==> run_1/met3.png <==
Bar = 50 µm. Cells faint in the background.
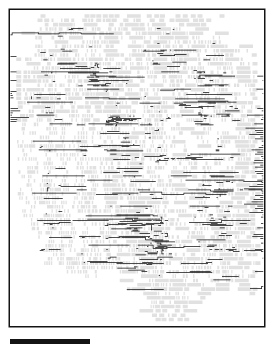
==> run_1/met1.png <==
Supply wires on this layer in gray.
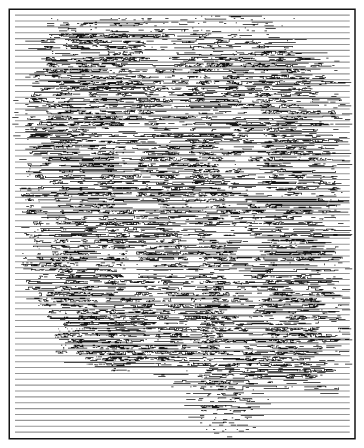
==> run_1/met2.png <==
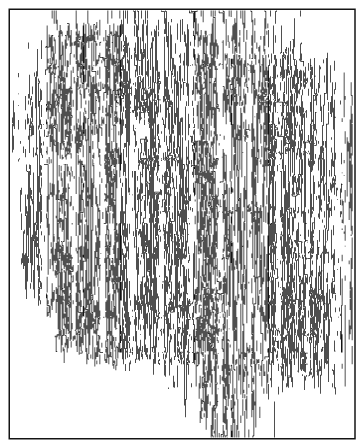
--- config.mk ---
export PLATFORM = sky130hd
export DESIGN_NAME = seq_divider
export DESIGN_NICKNAME = d
export VERILOG_FILES = /design/src/rtl/div_pkg.sv /design/src/rtl/seq_divider.sv
export SDC_FILE = /design/constraint.sdc
export NUM_CORES = 1
export LEC_CHECK = 0
export ABC_AREA = 1
export CAP_MARGIN = 0
export CORE_ASPECT_RATIO = 1.25
export CORE_MARGIN = 2
export CORE_UTILIZATION = 45
export DETAILED_ROUTE_END_ITERATION = 7
export PLACE_DENSITY = 0.77
export SLEW_MARGIN = 20
export SYNTH_ARGS = -nofsm -noshare
export SYNTH_HDL_FRONTEND = slang
export SYNTH_SLANG_ARGS = --single-unit
--- constraint.sdc ---
create_clock -name Clock -period 2.6 [get_ports Clock]
set_input_delay 0.52 -clock Clock [delete_from_list [all_inputs] [get_ports Clock]]
set_output_delay 0.52 -clock Clock [all_outputs]
set_load 0.05 [all_outputs]
--- src/rtl/div_pkg.sv ---
// Shared definitions for the sequential restoring divider.
package div_pkg;

    typedef enum logic [2:0] {
        ST_IDLE,
        ST_PREP,
        ST_ITER,
        ST_FIX,
        ST_DONE
    } div_state_t;

    function automatic int CNT_W(input int width);
        return $clog2(width);
    endfunction

endpackage

--- src/rtl/seq_divider.sv ---
// Radix-2 restoring divider: one quotient bit per clock, signed/unsigned per operation.
// Quotient feeds LO, remainder feeds HI; a zero divisor is flagged with div_by_zero.
module seq_divider
    import div_pkg::*;
#(
    parameter int WIDTH = 32
) (
    input  logic             Clock,
    input  logic             clr_n,
    input  logic             start,
    input  logic             is_signed,
    input  logic [WIDTH-1:0] dividend,
    input  logic [WIDTH-1:0] divisor,
    output logic             busy,
    output logic             done,
    output logic [WIDTH-1:0] quotient,
    output logic [WIDTH-1:0] remainder,
    output logic             div_by_zero
);

    localparam int CW = CNT_W(WIDTH);

    div_state_t       r_state, w_state_nxt;
    logic [WIDTH-1:0] r_rem, r_q, r_dvsr;
    logic [CW-1:0]    r_cnt;
    logic             r_sgn, r_qneg, r_rneg, r_dbz;
    logic             r_busy, r_done, r_dbz_out;
    logic [WIDTH-1:0] r_quo, r_rmd;

    logic             w_dvsr_zero, w_busy_nxt, w_done_nxt;
    logic [WIDTH:0]   w_trial;
    logic [WIDTH-1:0] w_dvd_mag, w_dvs_mag, w_quo_fix, w_rem_fix;

    assign w_dvsr_zero = (r_dvsr == '0);
    assign w_dvd_mag   = (r_sgn && r_q[WIDTH-1])    ? -r_q    : r_q;
    assign w_dvs_mag   = (r_sgn && r_dvsr[WIDTH-1]) ? -r_dvsr : r_dvsr;
    // Trial subtract on the shifted partial remainder, one bit wider so the borrow is visible
    assign w_trial     = {r_rem, r_q[WIDTH-1]} - {1'b0, r_dvsr};
    assign w_quo_fix   = r_qneg ? -r_q   : r_q;
    assign w_rem_fix   = r_rneg ? -r_rem : r_rem;

    always_ff @(posedge Clock or negedge clr_n) begin
        if (!clr_n) begin
            r_state <= ST_IDLE;
            r_busy  <= 1'b0;
            r_done  <= 1'b0;
        end else begin
            r_state <= w_state_nxt;
            r_busy  <= w_busy_nxt;
            r_done  <= w_done_nxt;
        end
    end

    // A zero divisor bypasses ITER; FIX then loads the divide-by-zero result
    always_comb begin
        w_state_nxt = r_state;
        case (r_state)
            ST_IDLE: if (start) w_state_nxt = ST_PREP;
            ST_PREP: w_state_nxt = w_dvsr_zero ? ST_FIX : ST_ITER;
            ST_ITER: if (r_cnt == '0) w_state_nxt = ST_FIX;
            ST_FIX:  w_state_nxt = ST_DONE;
            ST_DONE: w_state_nxt = start ? ST_PREP : ST_IDLE;
            default: w_state_nxt = ST_IDLE;
        endcase
    end

    always_comb begin
        w_busy_nxt = (w_state_nxt == ST_PREP) || (w_state_nxt == ST_ITER) ||
                     (w_state_nxt == ST_FIX);
        w_done_nxt = (w_state_nxt == ST_DONE);
    end

    always_ff @(posedge Clock or negedge clr_n) begin
        if (!clr_n) begin
            r_rem     <= '0;
            r_q       <= '0;
            r_dvsr    <= '0;
            r_cnt     <= '0;
            r_sgn     <= 1'b0;
            r_qneg    <= 1'b0;
            r_rneg    <= 1'b0;
            r_dbz     <= 1'b0;
            r_quo     <= '0;
            r_rmd     <= '0;
            r_dbz_out <= 1'b0;
        end else begin
            case (r_state)
                ST_IDLE, ST_DONE: begin
                    if (start) begin
                        r_q       <= dividend;
                        r_dvsr    <= divisor;
                        r_sgn     <= is_signed;
                        r_dbz_out <= 1'b0;
                    end
                end
                ST_PREP: begin
                    r_rem  <= '0;
                    r_cnt  <= CW'(WIDTH - 1);
                    r_dbz  <= w_dvsr_zero;
                    r_qneg <= r_sgn & (r_q[WIDTH-1] ^ r_dvsr[WIDTH-1]);
                    r_rneg <= r_sgn & r_q[WIDTH-1];
                    r_dvsr <= w_dvs_mag;
                    // Keep the raw dividend for the divide-by-zero remainder
                    if (!w_dvsr_zero) r_q <= w_dvd_mag;
                end
                ST_ITER: begin
                    r_q   <= {r_q[WIDTH-2:0], ~w_trial[WIDTH]};
                    r_rem <= w_trial[WIDTH] ? {r_rem[WIDTH-2:0], r_q[WIDTH-1]}
                                            : w_trial[WIDTH-1:0];
                    r_cnt <= r_cnt - CW'(1);
                end
                ST_FIX: begin
                    if (r_dbz) begin
                        r_quo     <= '1;
                        r_rmd     <= r_q;
                        r_dbz_out <= 1'b1;
                    end else begin
                        r_quo     <= w_quo_fix;
                        r_rmd     <= w_rem_fix;
                    end
                end
                default: ;
            endcase
        end
    end

    assign busy        = r_busy;
    assign done        = r_done;
    assign quotient    = r_quo;
    assign remainder   = r_rmd;
    assign div_by_zero = r_dbz_out;

endmodule

==> flow_summary.yaml, run 1 <==
# physical design summary
worst_setup_path:
  worstPathMaxFanout: 19
  path_cells: "inv_1 > ha_2 > nand2_1 > inv_2 > nand2_1 > nor2_2 > nand2_2 > nand2_4 > nand2_4 > nand2_4 > nand2_8 > nand2_4 > nand2_1 > nand3_1 > nand2_1"
  setup.worst_path.end: "r_rem[31]$_DFFE_PN0N_"
  reg2reg_depth: 15
  critPathMaxStageDelay_ns: 0.43
  cp_top_family: "simple AND/OR/NAND/NOR gates"
  critical_path_class: "flip-flop to flip-flop"
  slowest_stage: "ha_2"
  path_depth: 15
  rr_endpoint: "r_rem[31]$_DFFE_PN0N_"
  end_kind: "flip-flop"
  start_kind: "flip-flop"
  r2r_slack_ns: 0.12
  crit_buf_inv: 2
  cp-startpoint: "r_dvsr[8]$_DFFE_PN0P_"
  reg2reg_from: "r_dvsr[8]$_DFFE_PN0P_"
  arrival_ns: 2.82
  crit_required_ns: 2.94
route:
  drt_iter0_drc: 1466
  drc: 0
  routed_via_density: 5.55
  detail-route-antenna-nets: 0
  vias: 14820
  wire_per_inst_um: 18.1
  dr_wl_met3_mm: 3.17
  maxUsedRoutingLayer: "met4"
  wl_met2_mm: 23.5
  dr.pass1.iters: 7
  wl_mm: 48.4
finish:
  stdcell_count: 2670
  fillers: 2960
  comb_area_mm2: 0.00791
  area_growth_pct: 19.8
  seq_cell_count: 175
  final_util_pct: 54.4
  dominant_cells: "multi-input combinational cells"
  drive_gt1_share_pct: 7.76
  n_all_inverters: 262
  nMultiInputCombCells: 1602
  sh_comb_area_pct: 48.6
  layout.cells.most_common: "nand2_1"
  buf_share_pct: 11.7
  flop_area_mm2: 0.00438
  nClkBuffers: 20
  n_antenna_cell: 0
  final_cell_area_mm2: 0.0163
  fin_nets: 2362
  seq_share_pct: 26.9
  final_cell_mix: "nand2_1, inv_1, nand3_1"
  clock_area_share_pct: 3.64
yosys:
  ys_sh_aoi_pct: 13.7
  simple_gate_share_pct: 38.2
  top_logic_kind: "simple AND/OR/NAND/NOR gates"
  yosys_warnings: 0
  ys_area_mm2: 0.0136
  synth-edff-count: 0
  ys.flops: 175
  ys_cells: 2111
  synth-seq-area-share_pct: 32.2
  synth_nets: 2217
  async_flop_share_pct: 100
  yosysUniqueCellTypes: 53
  synth_top_flop_cell: "dfrtp_1"
  ys_sh_xor_pct: 2.52
  netlist_area_mm2: 0.0136
  synthCells: 2111
  adder_share_pct: 3.56
global_route:
  met2_usage_pct: 53.4
  use_met1_pct: 36.9
  use_met3_pct: 3.35
  antenna_found_initial: 0
  overflow: 0
  grt_pass1_wl_mm: 75.5
  grtUsageTotal_pct: 30.6
  grt_max_degree: 57
placement:
  hpwl_mm: 38.0
  placement.cell_area_mm2: 0.0156
  pre_cts_ws_ns: -0.0286
  placed_cells: 2632
  place.gp.congestion: 0.977
  port-buffer-count: 134
clock_network:
  cts_resized: 1
  postCtsSetupBuffers: 0
  clockRootBuffer: "clkbuf_16"
  clkTransAtPathRegs_ns: 0.07
  cts_tree: "built"
  cts_max_level: 4
  numClockSinks: 175
  clk_latency_ns: 0.45
  cts_buffer_depth: 2
  holdBufCountCts: 0
timing:
  fin_crit_ns: 2.48
  finalHoldWorstSlack_ns: 0.0320
  max_slew_margin_pct: 48.6
  setup_viol: 0
  setup_tns_ns: 0
  finalWorstSetupSlack_ns: 0.123
  finClkSkew_ns: 0.0113
  maxSlewViolCount: 0
  max_freq_mhz: 404
  period_used_pct: 95.3
  hold_viol: 0
  tightest_slew_ns: 0.766
flow_run:
  cap_violations: 0
  warnings: 27
min_path:
  hold_class: "input pin to async pin"
floorplan:
  die_h_um: 198
  core.rowCount: 71
  core_region_area_mm2: 0.0299
  chipWidth_um: 159
  num_tap_cells: 401
  fp_util_pct: 45.4
run_status:
  status: "finished, final reports clean"
-- met3.png (at the start) --
longest straight run: 40.3 µm
wire length on this layer: 3170 µm

-- met1.png (at the start) --
wire length on this layer: 18900 µm
longest straight run: 47.4 µm
main direction: horizontal

-- met2.png (at the start) --
longest straight run: 106 µm
share of all routed wire: 49%
nets with wire on the layer: 1870

-- run 1: synth_stat cells (4+ instances only) --
cell type    n  share of area [%]
ha_1        37                3.4
inv_2       15               0.41
nand2_4      5               0.41
nand3b_1    12               0.66
o21ai_1      9               0.33
xnor2_1      8               0.52
a21oi_1    127                4.7
o221ai_1     7               0.45
or2_2        5               0.23
nand2_2     16               0.74
o211ai_1    35                1.9
nor4_1       4               0.18
nor2_2       8               0.37
buf_2       19               0.70
buf_1        7               0.19
o21ai_0    107                3.9
dfrtp_1    175                 32
o22ai_1     13               0.60
a22oi_1      7               0.39
and2_1       5               0.23
nand2_1    669                 18
clkbuf_1    40                1.1
inv_1      244                6.7
nand4_1     33                1.5
xor2_1      31                2.0
o21bai_1     4               0.22
nand3_1    209                7.7
nor2_1     192                5.3
nor3_1      23               0.85
==> run_1/met4.png <==
Supply wires on this layer in gray. Cells faint in the background.
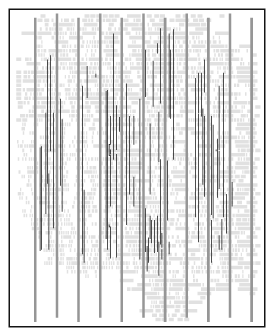

==> run 2: changes to the inputs <==
CORE_UTILIZATION = 40   (was 45)
PLACE_DENSITY = 0.71   (was 0.77)
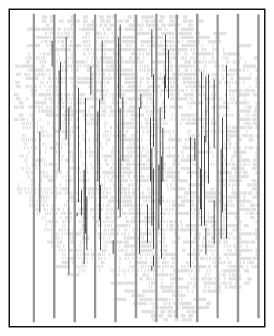
(run_2/met4.png)
Supply wires on this layer in gray. Cells faint in the background.
main direction: vertical
longest straight run: 115 µm

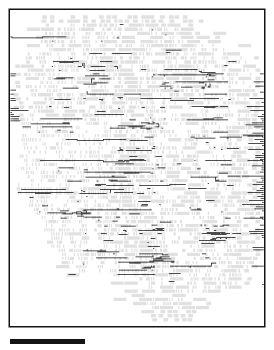
(run_2/met3.png)
Bar = 50 µm. Cells faint in the background.
main direction: horizontal
wire length on this layer: 2460 µm
longest straight run: 45.1 µm
nets with wire on the layer: 265

==> run 2 against run 1 <==
Global-route usage shrank 2.5 points. Largest cell class unchanged. Cell count grew 1.0%. Via count shrank 1.0%. The run now ends with hold timing left. Area after synthesis is the same. Non-clock buffer count grew 4. Sequential cell count is the same. Hold slack lost 0.042 ns. Register-to-register slack lost 0.03 ns. Highest routed layer unchanged. First-iteration DRC count shrank 8.9%.
==> flow_summary.yaml, run 2 <==
# physical design summary
run_status:
  status: "finished with violations"
  failed_checks: "hold timing"
placement:
  hpwl_mm: 39.1
  placement.cell_area_mm2: 0.0157
  pre_cts_ws_ns: 0.00229
  place.gp.congestion: 0.985
  placed_cells: 2658
  port-buffer-count: 134
finish:
  n_antenna_cell: 0
  drive_gt1_share_pct: 8.57
  stdcell_count: 2698
  final_cell_mix: "nand2_1, inv_1, nand3_1"
  final_cell_area_mm2: 0.0165
  layout.cells.most_common: "nand2_1"
worst_setup_path:
  setup.worst_path.end: "r_rem[5]$_DFFE_PN0N_"
  start_kind: "flip-flop"
  worstPathMaxFanout: 10
  reg2reg_depth: 13
  reg2reg_from: "r_dvsr[22]$_DFFE_PN0P_"
  critical_path_class: "flip-flop to flip-flop"
  r2r_slack_ns: 0.09
  crit_required_ns: 2.93
  path_depth: 13
  path_cells: "inv_1 > ha_1 > nand2_2 > nor2_1 > nand2_1 > nor2_1 > nand2_4 > nand2_8 > nand2_8 > nand2_4 > nand2_1 > nand3_1 > nand2_1"
  cp-startpoint: "r_dvsr[22]$_DFFE_PN0P_"
  cp_top_family: "simple AND/OR/NAND/NOR gates"
  crit_buf_inv: 1
  slowest_stage: "dfrtp_1"
  critPathMaxStageDelay_ns: 0.41
  end_kind: "flip-flop"
floorplan:
  chipWidth_um: 169
  fp_util_pct: 40.5
yosys:
  ys_cells: 2111
  synth-seq-area-share_pct: 32.2
  yosysUniqueCellTypes: 53
  top_cells_by_count: "nand2_1, inv_1, nand3_1"
  ys_area_mm2: 0.0136
  ys.flops: 175
  yosys_warnings: 0
  netlist_area_mm2: 0.0136
  most_common_cell: "nand2_1"
  simple_gate_share_pct: 38.2
  synth_nets: 2217
  ys_sh_xor_pct: 2.52
  synth-edff-count: 0
  synthCells: 2111
  largest_area_cell: "dfrtp_1"
  ys_sh_aoi_pct: 13.7
  top_logic_kind: "simple AND/OR/NAND/NOR gates"
  area_leaders: "dfrtp_1, nand2_1, nand3_1"
  adder_share_pct: 3.56
  top_area_share_pct: 32.2
global_route:
  use_met3_pct: 2.85
  grt_max_degree: 66
  antenna_found_initial: 0
  overflow: 0
  use_met1_pct: 35.0
  grtUsageTotal_pct: 28.1
  grt_pass1_wl_mm: 78.1
timing:
  setup_viol: 0
  maxSlewViolCount: 0
  finClkSkew_ns: 0.0150
  finalWorstSetupSlack_ns: 0.0906
  fin_crit_ns: 2.51
  period_used_pct: 96.5
  finalHoldWorstSlack_ns: -0.00958
  max_slew_margin_pct: 54.5
  hold_viol: 7
route:
  vias: 14665
  dr_wl_met3_mm: 2.46
  detail-route-antenna-nets: 0
  maxUsedRoutingLayer: "met4"
  dr.pass1.iters: 6
  wl_mm: 50.3
  wl_met2_mm: 24.5
  wire_per_inst_um: 18.6
  drc: 0
  routed_via_density: 5.44
  drt_iter0_drc: 1335
flow_run:
  warnings: 27
  cap_violations: 0
clock_network:
  clkTransAtPathRegs_ns: 0.08
  cts_tree: "built"
  cts_buffer_depth: 2
min_path:
  hold_class: "input pin to async pin"
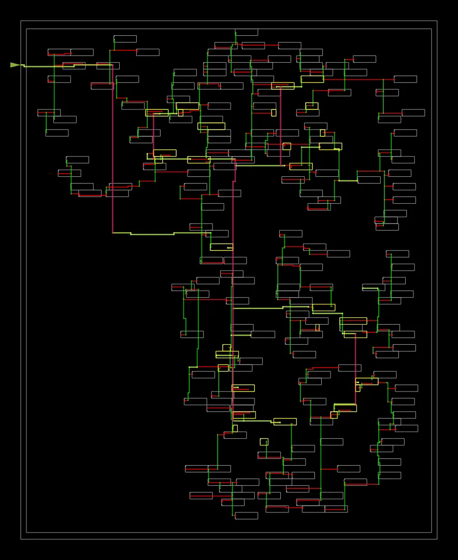
(run_2/final_clocks.png)
Late-Pin Clk Latency: 0.45 ns
Flops: 175
clock sink total: 175
Num CTS Buffers: 17
clk_buf instances: 19

[run 2: metrics by stage]
step | setup TNS [ns] | util, %
5_1_grt | -0.0125 | 49.1
6_report | 0 | 49.1
2_1_floorplan | 0 | -
3_3_place_gp | 0 | 46.8
3_5_place_dp | 0 | 46.8
4_1_cts | 0 | 48.5
[run 2: repair_timing]
| action | CTS | global route |
|---|---|---|
| hold buffers | 0 | 0 |
| setup buffers | 0 | 5 |
| endpoints found under the setup margin | 1 | 33 |
| pin swaps | 0 | 3 |
| gates cloned | 0 | 3 |
| gates resized | 1 | 27 |
[run 2: layout make-up]
cell class | instances | area [µm²]
fillers | 3439 | 17000
multi-input cells | 1604 | 8020
well taps | 423 | 529
inverters | 262 | 983
repair buffers | 202 | 1960
clock inverters | 13 | 139
flip-flops and latches | 175 | 4380
clock buffers | 19 | 443
==> run_2/met1.png <==
Supply wires on this layer in gray.
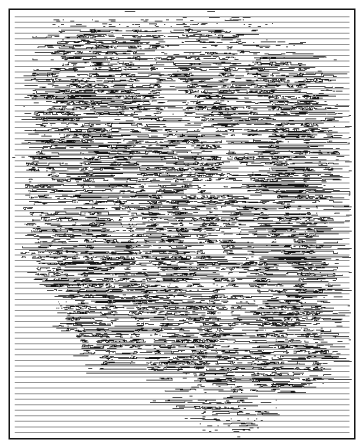

==> run 3: changes to the inputs <==
CORE_ASPECT_RATIO = 1.4   (was 1.25)
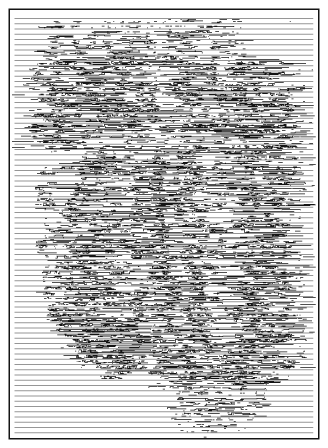
(run_3/met1.png)
Supply wires on this layer in gray.
wire length on this layer: 19300 µm
nets with wire on the layer: 2194
longest straight run: 48.3 µm

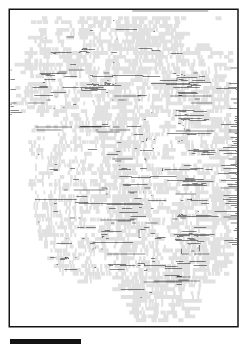
(run_3/met3.png)
Bar = 50 µm. Cells faint in the background.
main direction: horizontal
nets with wire on the layer: 242
wire length on this layer: 2550 µm
share of all routed wire: 5.1%
longest straight run: 53.1 µm

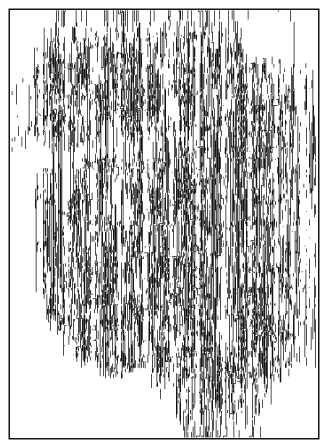
(run_3/met2.png)
longest straight run: 101 µm
main direction: vertical
wire length on this layer: 25.0 mm
share of all routed wire: 50%
nets with wire on the layer: 1894

==> run 3 against run 2 <==
The run now ends clean. Cell area decreased by 0.35%. Non-clock buffer count rose by 1. Clock skew up 0.00076 ns. Routed wire length about the same. Critical path depth is 2 higher. Core utilization grew 0.11 points. Maximum frequency rose by 2.2%. Critical path type unchanged. Critical endpoint is now r_rem[7]$_DFFE_PN0N_.
==> flow_summary.yaml, run 3 <==
# physical design summary
placement:
  hpwl_mm: 39.7
  placement.cell_area_mm2: 0.0157
  place.gp.congestion: 1.01
  port-buffer-count: 134
  pre_cts_ws_ns: -0.0886
clock_network:
  cts_buffer_depth: 2
  cts_buffers: 17
  clockRootBuffer: "clkbuf_16"
  numClockSinks: 175
  cts_max_level: 4
  clk_latency_ns: 0.47
  cts_resized: 2
  clkTransAtPathRegs_ns: 0.08
worst_setup_path:
  start_kind: "flip-flop"
  reg2reg_depth: 15
  cp_top_family: "simple AND/OR/NAND/NOR gates"
  crit_required_ns: 3.00
  critPathMaxStageDelay_ns: 0.43
  slowest_stage: "dfrtp_1"
  worstPathMaxFanout: 19
  critical_path_class: "flip-flop to flip-flop"
  end_kind: "flip-flop"
global_route:
  met2_usage_pct: 49.0
  overflow: 0
  grtUsageTotal_pct: 28.1
  antenna_found_initial: 0
  grt_pass1_wl_mm: 77.5
  use_met1_pct: 32.1
  use_met3_pct: 3.50
yosys:
  yosysUniqueCellTypes: 53
  top_area_share_pct: 32.2
  top_logic_kind: "simple AND/OR/NAND/NOR gates"
  async_flop_share_pct: 100
  synth-seq-area-share_pct: 32.2
  ys_cells: 2111
  largest_area_cell: "dfrtp_1"
  adder_share_pct: 3.56
  netlist_area_mm2: 0.0136
  ys_area_mm2: 0.0136
  ys.flops: 175
  top_cells_by_count: "nand2_1, inv_1, nand3_1"
  area_leaders: "dfrtp_1, nand2_1, nand3_1"
  ys_sh_aoi_pct: 13.7
  synthCells: 2111
  most_common_cell: "nand2_1"
  simple_gate_share_pct: 38.2
  synth_nets: 2217
finish:
  seq_cell_count: 175
  area_growth_pct: 20.8
  clock_area_share_pct: 3.78
  flop_area_mm2: 0.00438
  dominant_cells: "multi-input combinational cells"
  comb_area_mm2: 0.00791
  nMultiInputCombCells: 1602
  buffers_excl_clock: 203
  layout.cells.most_common: "nand2_1"
  stdcell_count: 2719
  final_util_pct: 49.2
  fillers: 3431
  drive_gt1_share_pct: 8.00
floorplan:
  core.rowCount: 79
  core_region_area_mm2: 0.0333
  chipWidth_um: 160
  num_tap_cells: 445
route:
  vias: 14688
  wl_mm: 50.3
  wl_met2_mm: 25.0
  drc: 0
  drt_iter0_drc: 1221
  dr_wl_met3_mm: 2.55
  maxUsedRoutingLayer: "met4"
  detail-route-antenna-nets: 0
  dr.pass1.iters: 8
timing:
  tightest_slew_ns: 0.749
  setup_tns_ns: 0
  setup_viol: 0
  hold_viol: 0
  period_used_pct: 94.4
  finalHoldWorstSlack_ns: 0.0717
  max_slew_margin_pct: 50.0
flow_run:
  warnings: 28
run_status:
  status: "finished, final reports clean"
-- run 3: netlist changes by cell type in the layout (fill, tap and decap cells not counted), sizes merged --
cell / delta
clkbuf: -2
clkinvlp: +1
buf: +1
clkinv: -5
nand2: -1
nand3: -1
inv: +6
-- run 3: worst paths after layout --
check / from / to
max: r_dvsr[19]$_DFFE_PN0P_ / r_rem[7]$_DFFE_PN0N_
min: clr_n / remainder[1]$_DFFE_PN0P_
max reg2reg: r_dvsr[19]$_DFFE_PN0P_ / r_rem[7]$_DFFE_PN0N_
min reg2reg: remainder[11]$_DFFE_PN0P_ / remainder[11]$_DFFE_PN0P_
max in group asynchronous: clr_n / r_q[4]$_DFFE_PN0P_
min in group Clock: remainder[11]$_DFFE_PN0P_ / remainder[11]$_DFFE_PN0P_
